run_1/io_placement.png
Scale bar: 20 microns. Pins as bars across the die edge, other pins in gray.
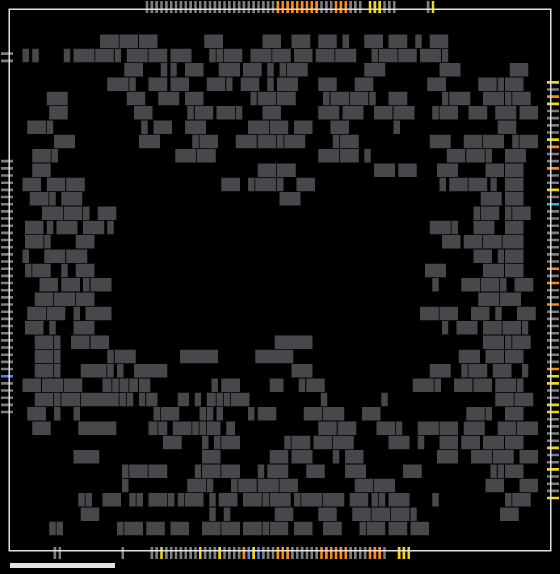
run_1/layer_met1.png
Scale bar: 20 microns.
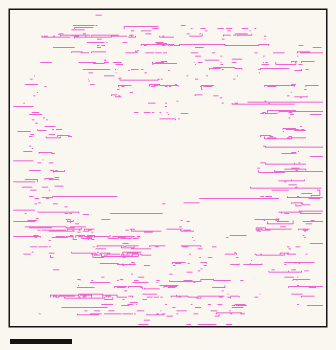
run_1/detail.png
Scale bar: 20 microns. Region (26, 47) to (76, 97) microns. Cells in gray, sequential cells in the stronger gray; small squares are vias.
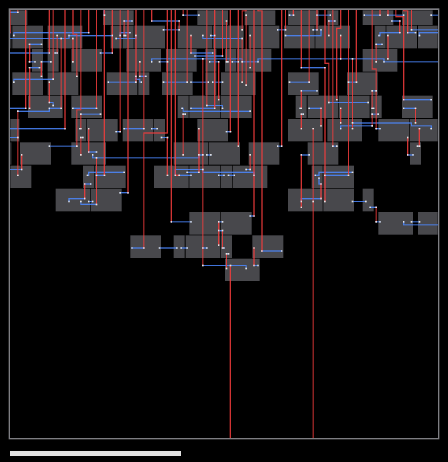
$ cat src/rtl/except_ctrl.sv
// Exception sequencer: picks the highest-priority fault/interrupt of the memory-stage
// instruction, nullifies the pipeline, and redirects fetch to the IVT vector.
module except_ctrl #(
    parameter int ADDR_WIDTH   = 32,
    parameter int IVT_OFS_BITS = 10
) (
    input  logic                             clk,
    input  logic                             rst,
    input  logic                             i_exec_stall,
    input  logic                             i_mem_stall,
    input  logic                             i_fetch_stall,
    input  logic                             i_valid_p3,
    input  logic [ADDR_WIDTH-1:0]            i_pc_p3,
    input  logic                             i_dly_slt_p3,
    input  logic [ADDR_WIDTH-1:0]            i_pc_br_p3,
    input  logic                             i_bus_err_p3,
    input  logic                             i_dec_err_p3,
    input  logic                             i_syscall_p3,
    input  logic                             i_break_p3,
    input  logic                             i_irq,
    input  logic [ADDR_WIDTH-IVT_OFS_BITS-1:0] i_cop0_ivtbase,
    input  logic                             i_cop0_ie,
    output logic                             o_except_start,
    output logic                             o_except_dly_slt,
    output logic [ADDR_WIDTH-1:0]            o_except_raddr,
    output logic [ADDR_WIDTH-1:0]            o_except_raddr_dly,
    output logic                             o_nullify_decode,
    output logic                             o_nullify_execute,
    output logic                             o_nullify_mem,
    output logic                             o_nullify_wb,
    output logic                             o_jump,
    output logic [ADDR_WIDTH-1:0]            o_jump_addr,
    output logic [2:0]                       o_cause
);

    // state | meaning
    // IDLE  | watching p3 for an event; takes it on the first unstalled valid cycle
    // FLUSH | redirect issued; kill decode/execute until the pipeline advances

    typedef enum logic {IDLE, FLUSH} state_t;

    state_t state_q, state_d;
    logic   irq_q;

    always_ff @(posedge clk) begin
        if (rst) begin
            state_q <= IDLE;
            irq_q   <= 1'b0;
        end else begin
            state_q <= state_d;
            irq_q   <= i_irq;
        end
    end

    logic                    stall;
    logic                    evt;
    logic [2:0]              cause;
    logic [IVT_OFS_BITS-1:0] offset;

    assign stall = i_exec_stall | i_mem_stall | i_fetch_stall;

    always_comb begin
        evt    = 1'b1;
        cause  = 3'd0;
        offset = '0;
        if (i_bus_err_p3) begin
            cause  = 3'd1;
            offset = IVT_OFS_BITS'(12'h000);
        end else if (i_dec_err_p3) begin
            cause  = 3'd2;
            offset = IVT_OFS_BITS'(12'h004);
        end else if (i_syscall_p3) begin
            cause  = 3'd3;
            offset = IVT_OFS_BITS'(12'h008);
        end else if (i_break_p3) begin
            cause  = 3'd4;
            offset = IVT_OFS_BITS'(12'h00C);
        end else if (irq_q && i_cop0_ie) begin
            cause  = 3'd5;
            offset = IVT_OFS_BITS'(12'h010);
        end else begin
            evt    = 1'b0;
        end
    end

    always_comb begin
        state_d            = state_q;
        o_except_start     = 1'b0;
        o_except_dly_slt   = 1'b0;
        o_except_raddr     = '0;
        o_except_raddr_dly = '0;
        o_nullify_decode   = 1'b0;
        o_nullify_execute  = 1'b0;
        o_nullify_mem      = 1'b0;
        o_nullify_wb       = 1'b0;
        o_jump             = 1'b0;
        o_jump_addr        = '0;
        o_cause            = 3'd0;
        if (!rst) begin
            case (state_q)
                IDLE: begin
                    if (!stall && i_valid_p3 && evt) begin
                        o_except_start     = 1'b1;
                        o_jump             = 1'b1;
                        o_nullify_decode   = 1'b1;
                        o_nullify_execute  = 1'b1;
                        o_nullify_mem      = 1'b1;
                        o_nullify_wb       = 1'b1;
                        o_except_dly_slt   = i_dly_slt_p3;
                        o_except_raddr     = i_pc_p3;
                        o_except_raddr_dly = i_pc_br_p3;
                        o_jump_addr        = {i_cop0_ivtbase, offset};
                        o_cause            = cause;
                        state_d            = FLUSH;
                    end
                end
                FLUSH: begin
                    o_nullify_decode  = 1'b1;
                    o_nullify_execute = 1'b1;
                    if (!stall) state_d = IDLE;
                end
                default: state_d = IDLE;
            endcase
        end
    end

endmodule

$ cat config.mk
export PLATFORM = sky130hd
export DESIGN_NAME = except_ctrl
export DESIGN_NICKNAME = d
export VERILOG_FILES = /design/src/rtl/except_ctrl.sv
export SDC_FILE = /design/constraint.sdc
export NUM_CORES = 1
export LEC_CHECK = 0
export ABC_AREA = 1
export CAP_MARGIN = 20
export CELL_PAD_IN_SITES_DETAIL_PLACEMENT = 0
export CELL_PAD_IN_SITES_GLOBAL_PLACEMENT = 1
export CORE_MARGIN = 2
export CORE_UTILIZATION = 18
export CTS_CLUSTER_DIAMETER = 80
export DETAILED_ROUTE_END_ITERATION = 10
export PLACE_DENSITY_LB_ADDON = 0.3
export SYNTH_ARGS = -nofsm -noshare
export SYNTH_HDL_FRONTEND = slang
export SYNTH_SLANG_ARGS = --single-unit
$ cat constraint.sdc
create_clock -name clk -period 4.24 [get_ports clk]
set_clock_uncertainty 0.05 [all_clocks]
set_input_delay 0.848 -clock clk [delete_from_list [all_inputs] [get_ports clk]]
set_output_delay 0.848 -clock clk [all_outputs]
set_load 0.01 [all_outputs]
==> PnR_summary.wiki, run 1 <==
== Run summary ==
{| class="wikitable"
! Metric !! Value
|-
| Worst-path maximum fanout || 32
|-
| ANT nets after route || 0
|-
| Count of max-cap constraint violations || 0
|-
| Reg-to-reg critical path startpoint || irq_q$_SDFF_PP0_
|-
| CTS root buffer || sky130_fd_sc_hd__clkbuf_8
|-
| Initial Util || 18.7%
|-
| Setup crit end kind || output pin
|-
| H-tree levels || 1
|-
| Placement Setup Slack || 0.586 ns
|-
| Result of the run || completed
|-
| Largest stage delay on the critical path || 0.49 ns
|-
| Fraction of final layout cells sized beyond drive strength 1 || 21.8%
|-
| Buf/Inv on CP || 5
|-
| Synthesis-stage register bit count || 2
|-
| Crit-path leading delay family || buffers and inverters
|-
| Sum Neg Setup Slack || 0 ns
|-
| Maximum clock frequency || 0.275 GHz
|-
| Insertion delay of the later-clocked pin in the worst-skew pair || 0.22 ns
|-
| Number of buffers between clock root and the deepest sink || 2
|-
| Post-synthesis instance total || 237
|-
| Mean Syn Cell Area || 7.36 sq um
|-
| Max-slew violation total from the final report || 0
|-
| Most numerous logic cell after layout || sky130_fd_sc_hd__clkdlybuf4s50_1
|-
| Seq/Total Area, Yosys || 2.29%
|-
| Cycle use final || 85.8%
|-
| Relative contribution of the clock network to total power || 27.4%
|}
About io_placement.png:
orange -> o_except_raddr_dly  # pins 32, direction output, edge 13 bottom, 12 top, 7 right
blue -> o_cause  # pins 3, direction output, edge 2 bottom, 1 left
yellow -> i_cop0_ivtbase  # pins 22, direction input, edge 11 right, 7 bottom, 4 top
cyan -> o_nullify_wb  # pins 1, direction output, edge right
all pins by edge = 59 right, 55 bottom, 53 top, 38 left
count of buffers inserted at the top-level ports: 197
horizontal die dimension: 102 microns
die extent in y: 102 microns

About layer_met1.png:
wire length on this layer = 1800 microns
longest straight run = 25.8 microns
nets with wire on the layer = 439
share of all routed wire = 34%
via count of the routed design: 1846
met1 GRT Util: 9.65%
total wire length after detailed routing: 5230 microns

About detail.png:
red -> metal 2
blue -> metal 1
most frequent = clkdlybuf4s50_1 (46), inv_1 (21), nor2_4 (21)
cells with their middle in the window = 89
sequential cells in the window = 0

[run 1: worst paths after layout]
kind,cells after the start,slack [ns],end
max,9,0.60,o_nullify_mem
max reg2reg,4,3.31,state_q$_SDFF_PP0_
min,2,0.43,state_q$_SDFF_PP0_
min reg2reg,2,0.43,state_q$_SDFF_PP0_
[run 1: cell usage after synthesis (all sizes together)]
| cell type | count | area [sq um] |
|---|---|---|
| a21oi | 4 | 20.0 |
| buf | 21 | 268 |
| conb | 1 | 3.75 |
| dfxtp | 2 | 40.0 |
| inv | 98 | 368 |
| nand2 | 8 | 32.5 |
| nand3 | 3 | 27.5 |
| nand4 | 1 | 6.26 |
| nor2 | 97 | 967 |
| o211ai | 1 | 7.51 |
| o21ai | 1 | 5.00 |
[run 1: layout make-up]
| class | instances | area, sq um |
|---|---|---|
| Timing Repair Buffer | 201 | 2040 |
| Clock buffer | 3 | 41.3 |
| Inverter | 98 | 368 |
| Fill cell | 978 | 5590 |
| Tap cell | 129 | 161 |
| Multi-Input combinational cell | 122 | 1090 |
| Sequential cell | 2 | 40.0 |
[run 1: state kept, by name, indices dropped and copies added, names as in the netlist]
signal and flops:
irq_q 1, state_q 1
[run 1: logic make-up (layout without fill, tap and decap cells)]
family                 Yosys count  after routing  synth area share [%]
other                            1              7                 0.215
and+or+nand+nor                109            109                  59.2
DFF                              2              2                  2.29
buffers and inverters          119            302                  36.4
AOI/OAI and AO/OA                6              6                  1.86
[run 1: metrics by stage]
step / util (%) / std cells / total power (uW) / hold WS (ns) / cell area [sq um]
CTS: 40.1 / 555 / 285 / 0.433 / 3740
global route: 40.1 / 555 / 301 / 0.457 / 3740
finish: 40.1 / 555 / 281 / 0.430 / 3740
floorplan: - / 243 / 102 / 0.402 / 1770
detailed placement: 39.7 / 552 / 205 / 0.427 / 3700
global placement: 39.7 / 552 / 204 / 0.428 / 3700
[run 1: power by group through the flow]
| stage | Clock (uW) | Sequential, uW | Combinational [uW] |
|---|---|---|---|
| after floorplan | 0 | 20.4 | 81.6 |
| after global placement | 0 | 20.5 | 184 |
| after detailed placement | 0 | 20.5 | 185 |
| after CTS | 78.3 | 20.3 | 186 |
| after global routing | 80.7 | 20.4 | 200 |
| final | 77.2 | 20.2 | 184 |
[run 1: per-layer routing]
layer | GRT usage [%] | routed length [microns] | up-vias | share of wire (%)
met4 | 2.36 | 82 | 0 | 1.6
met3 | 2.53 | 636 | 7 | 12
met2 | 16.3 | 2710 | 104 | 52
li1 | - | - | 976 | -
met1 | 9.65 | 1800 | 759 | 34
met5 | 0 | 0 | - | 0
[run 1: worst min-delay path, stage by stage, from the launching register on]
cell	delay, ns
sky130_fd_sc_hd__dfxtp_1	0.31
sky130_fd_sc_hd__nand2_1	0.06
sky130_fd_sc_hd__a21oi_1	0.06
==> run 1 -> run 2 <==
Settings changed: ABC_AREA 1 to not set, CORE_UTILIZATION 18 to 10.
run_2/io_placement.png
Scale bar: 20 microns. Pins as bars across the die edge, other pins in gray.
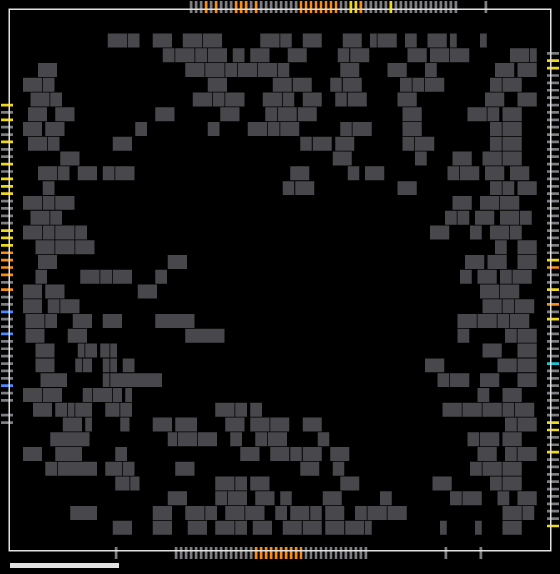
cyan -> o_nullify_wb  # pins 1, direction output, edge right
yellow -> i_cop0_ivtbase  # pins 22, direction input, edge 10 left, 9 right, 3 top
blue -> o_cause  # pins 3, direction output, edge left
orange -> o_except_raddr_dly  # pins 32, direction output, edge 15 top, 10 bottom, 5 left, 2 right
all pins by edge = 65 right, 55 top, 43 left, 42 bottom
die extent in y: 99.4 microns
horizontal die dimension: 99.4 microns

run_2/clocks.png
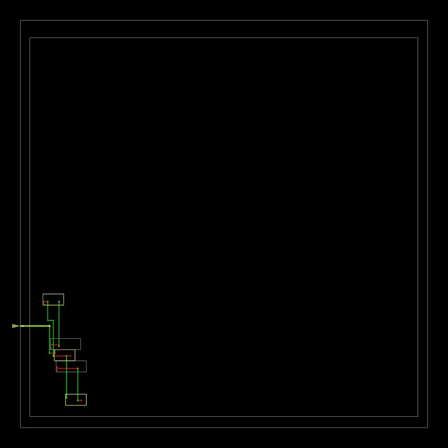
number of flip-flops and latches: 2
insertion delay of the later-clocked pin in the worst-skew pair: 0.21 ns

==> run 2 against run 1 <==
Sequential share of layout area increased by 0.27 points. Count of clock-buffer cells in the layout stayed put. Die size shrank 5.8%. Critical path depth down 3. Worst setup slack worse by 0.35 ns. Largest power group unchanged.
==> PnR_summary.wiki, run 2 <==
== Run summary ==
{| class="wikitable"
! Metric !! Value
|-
| Post-CTS setup-driven buffer insertion count || 0
|-
| Most instantiated flip-flop cell in the synthesis netlist || sky130_fd_sc_hd__dfxtp_1
|-
| Largest stage delay on the critical path || 0.54 ns (+0.05 ns)
|-
| Total wire length after detailed routing || 4760 microns (-9.0%)
|-
| Area of combinational cells with multiple inputs || 749 sq um (-31%)
|-
| Number of fillers in the final layout || 911 (-6.9%)
|-
| Mean Syn Cell Area || 6.55 sq um (-11%)
|-
| Initial Util || 10.4% (-8.3 points)
|-
| ANT nets after route || 0 (unchanged)
|-
| Max-slew violation total from the final report || 0 (unchanged)
|-
| Combined global-route utilization of all metal layers || 8.43%
|-
| Post-synthesis instance total || 139 (-41%)
|-
| Cycle use final || 94.0% (+8.2 points)
|-
| Buf/Inv on CP || 3 (-2)
|-
| Worst-case hold slack || 0.465 ns (+0.0348 ns)
|-
| Fraction of final layout cells sized beyond drive strength 1 || 2.45% (-19 points)
|-
| Cts repair resizes || 0
|-
| Share of Yosys cell area claimed by the top area cell type || 59.8% (+8.1 points)
|-
| H-tree levels || 1 (unchanged)
|-
| Synthesis-stage register bit count || 2 (unchanged)
|-
| Seq/Total Area, Yosys || 4.40% (+2.1 points)
|-
| Maximum clock frequency || 0.251 GHz (-8.8%)
|-
| Via count of the routed design || 1540 (-17%)
|-
| Post-synth tally of flip-flops with integrated enable || 0 (unchanged)
|-
| Number of buffers between clock root and the deepest sink || 2 (unchanged)
|-
| Finish-stage setup viols || 0
|-
| Top-count cell post-synth || sky130_fd_sc_hd__and2_1
|-
| Result of the run || completed
|-
| CTS root buffer || sky130_fd_sc_hd__clkbuf_8
|-
| Drt pass-1 iters || 4
|-
| Worst-path maximum fanout || 50 (+56%)
|-
| Sum Neg Setup Slack || 0 ns (unchanged)
|-
| Top Ports || 205
|-
| Fraction of registers with async set/reset || 0% (unchanged)
|-
| Biggest regs || irq_q (1), state_q (1)
|-
| # DRC || 0
|-
| Crit-path leading delay family || buffers and inverters
|-
| Count of max-cap constraint violations || 0 (unchanged)
|-
| Most numerous logic cell after layout || sky130_fd_sc_hd__clkdlybuf4s50_1
|-
| First-pass GRT wire length || 6930 microns
|-
| Weighted congestion at the end of routability-driven global placement || 0.709
|-
| Area leader, netlist || sky130_fd_sc_hd__and2_1
|-
| Register Area || 40.0 sq um (unchanged)
|-
| Most used standard cells in the synthesized netlist || 87 x sky130_fd_sc_hd__and2_1, 11 x sky130_fd_sc_hd__buf_4, 7 x sky130_fd_sc_hd__nor2_1
|-
| Ranking of synthesized cells by area || sky130_fd_sc_hd__and2_1 60%, sky130_fd_sc_hd__buf_4 9.1%, sky130_fd_sc_hd__dfxtp_1 4.4%
|-
| Floorplan Core Area || 8760 sq um
|-
| Count of buffers inserted at the top-level ports || 197 (unchanged)
|-
| Placement Setup Slack || 0.216 ns (-0.370 ns)
|-
| N_diodes || 0
|-
| Setup crit end kind || output pin
|}
run 2: netlist changes by cell type in the layout (fill, tap and decap cells not counted), moves of 2 or more:
cell and change:
sky130_fd_sc_hd__inv_1 -94, sky130_fd_sc_hd__nor2_1 -9, sky130_fd_sc_hd__inv_2 -3, sky130_fd_sc_hd__nor3_1 +3
sky130_fd_sc_hd__and2_1 +87, sky130_fd_sc_hd__nor2_4 -80, sky130_fd_sc_hd__nand3_1 -2, sky130_fd_sc_hd__nor2b_1 +2
sky130_fd_sc_hd__nand2_1 -6
run 2: final cells by class:
class,count,area share (%)
Inverter,1,0.126
Clock buffer,3,1.38
Timing Repair Buffer,199,67.5
Sequential cell,2,1.34
Multi-Input combinational cell,122,25.1
Tap cell,108,4.53
run 2: report_power, final:
part / switching (uW) / internal (uW) / leakage (uW)
sequential: 0.688 / 19.8 / 0.0000165
clock: 14.6 / 60.0 / 0.0000216
combinational: 33.0 / 102 / 0.00107
run 2: final timing paths:
| path | start | depth (start not counted) | slack, ns | end |
|---|---|---|---|---|
| worst min-delay path | state_q$_SDFF_PP0_ | 2 | 0.46 | state_q$_SDFF_PP0_ |
| worst min register to register | state_q$_SDFF_PP0_ | 2 | 0.46 | state_q$_SDFF_PP0_ |
| worst max-delay path | rst | 6 | 0.25 | o_jump_addr[28] |
| worst max register to register | state_q$_SDFF_PP0_ | 3 | 2.90 | state_q$_SDFF_PP0_ |
run 2: metal layers:
metal	part of all wire, %	track usage, %	vias up
li1	-	-	793
met1	34	8.88	639
met2	53	16.5	108
met3	13	2.67	0
met4	0	1.26	0
met5	0	0	-
run 2: metrics by stage:
step | utilization [%] | total power, uW | area [sq um] | std cells
3_3_place_gp | 33.6 | 156 | 2940 | 432
6_report | 34.0 | 230 | 2980 | 435
2_1_floorplan | - | 51.7 | 933 | 145
3_5_place_dp | 33.6 | 157 | 2940 | 432
4_1_cts | 34.0 | 235 | 2980 | 435
5_1_grt | 34.0 | 247 | 2980 | 435
run 2: cells by family (layout without fill, tap and decap cells):
group / after synthesis / in the layout / share of synthesized area [%]
compound gates: 7 / 7 / 6.73
buf+inv: 21 / 203 / 15.8
simple gates: 108 / 108 / 72.7
flops: 2 / 2 / 4.40
other cells: 1 / 7 / 0.412
run 2: worst register-to-register path, cell delays in order, from the launching register on:
cell	delay, ns
sky130_fd_sc_hd__dfxtp_1	0.29
sky130_fd_sc_hd__or3b_1	0.42
sky130_fd_sc_hd__or2_2	0.33
sky130_fd_sc_hd__o22ai_1	0.17
Power is estimated from default activity; no workload was simulated.
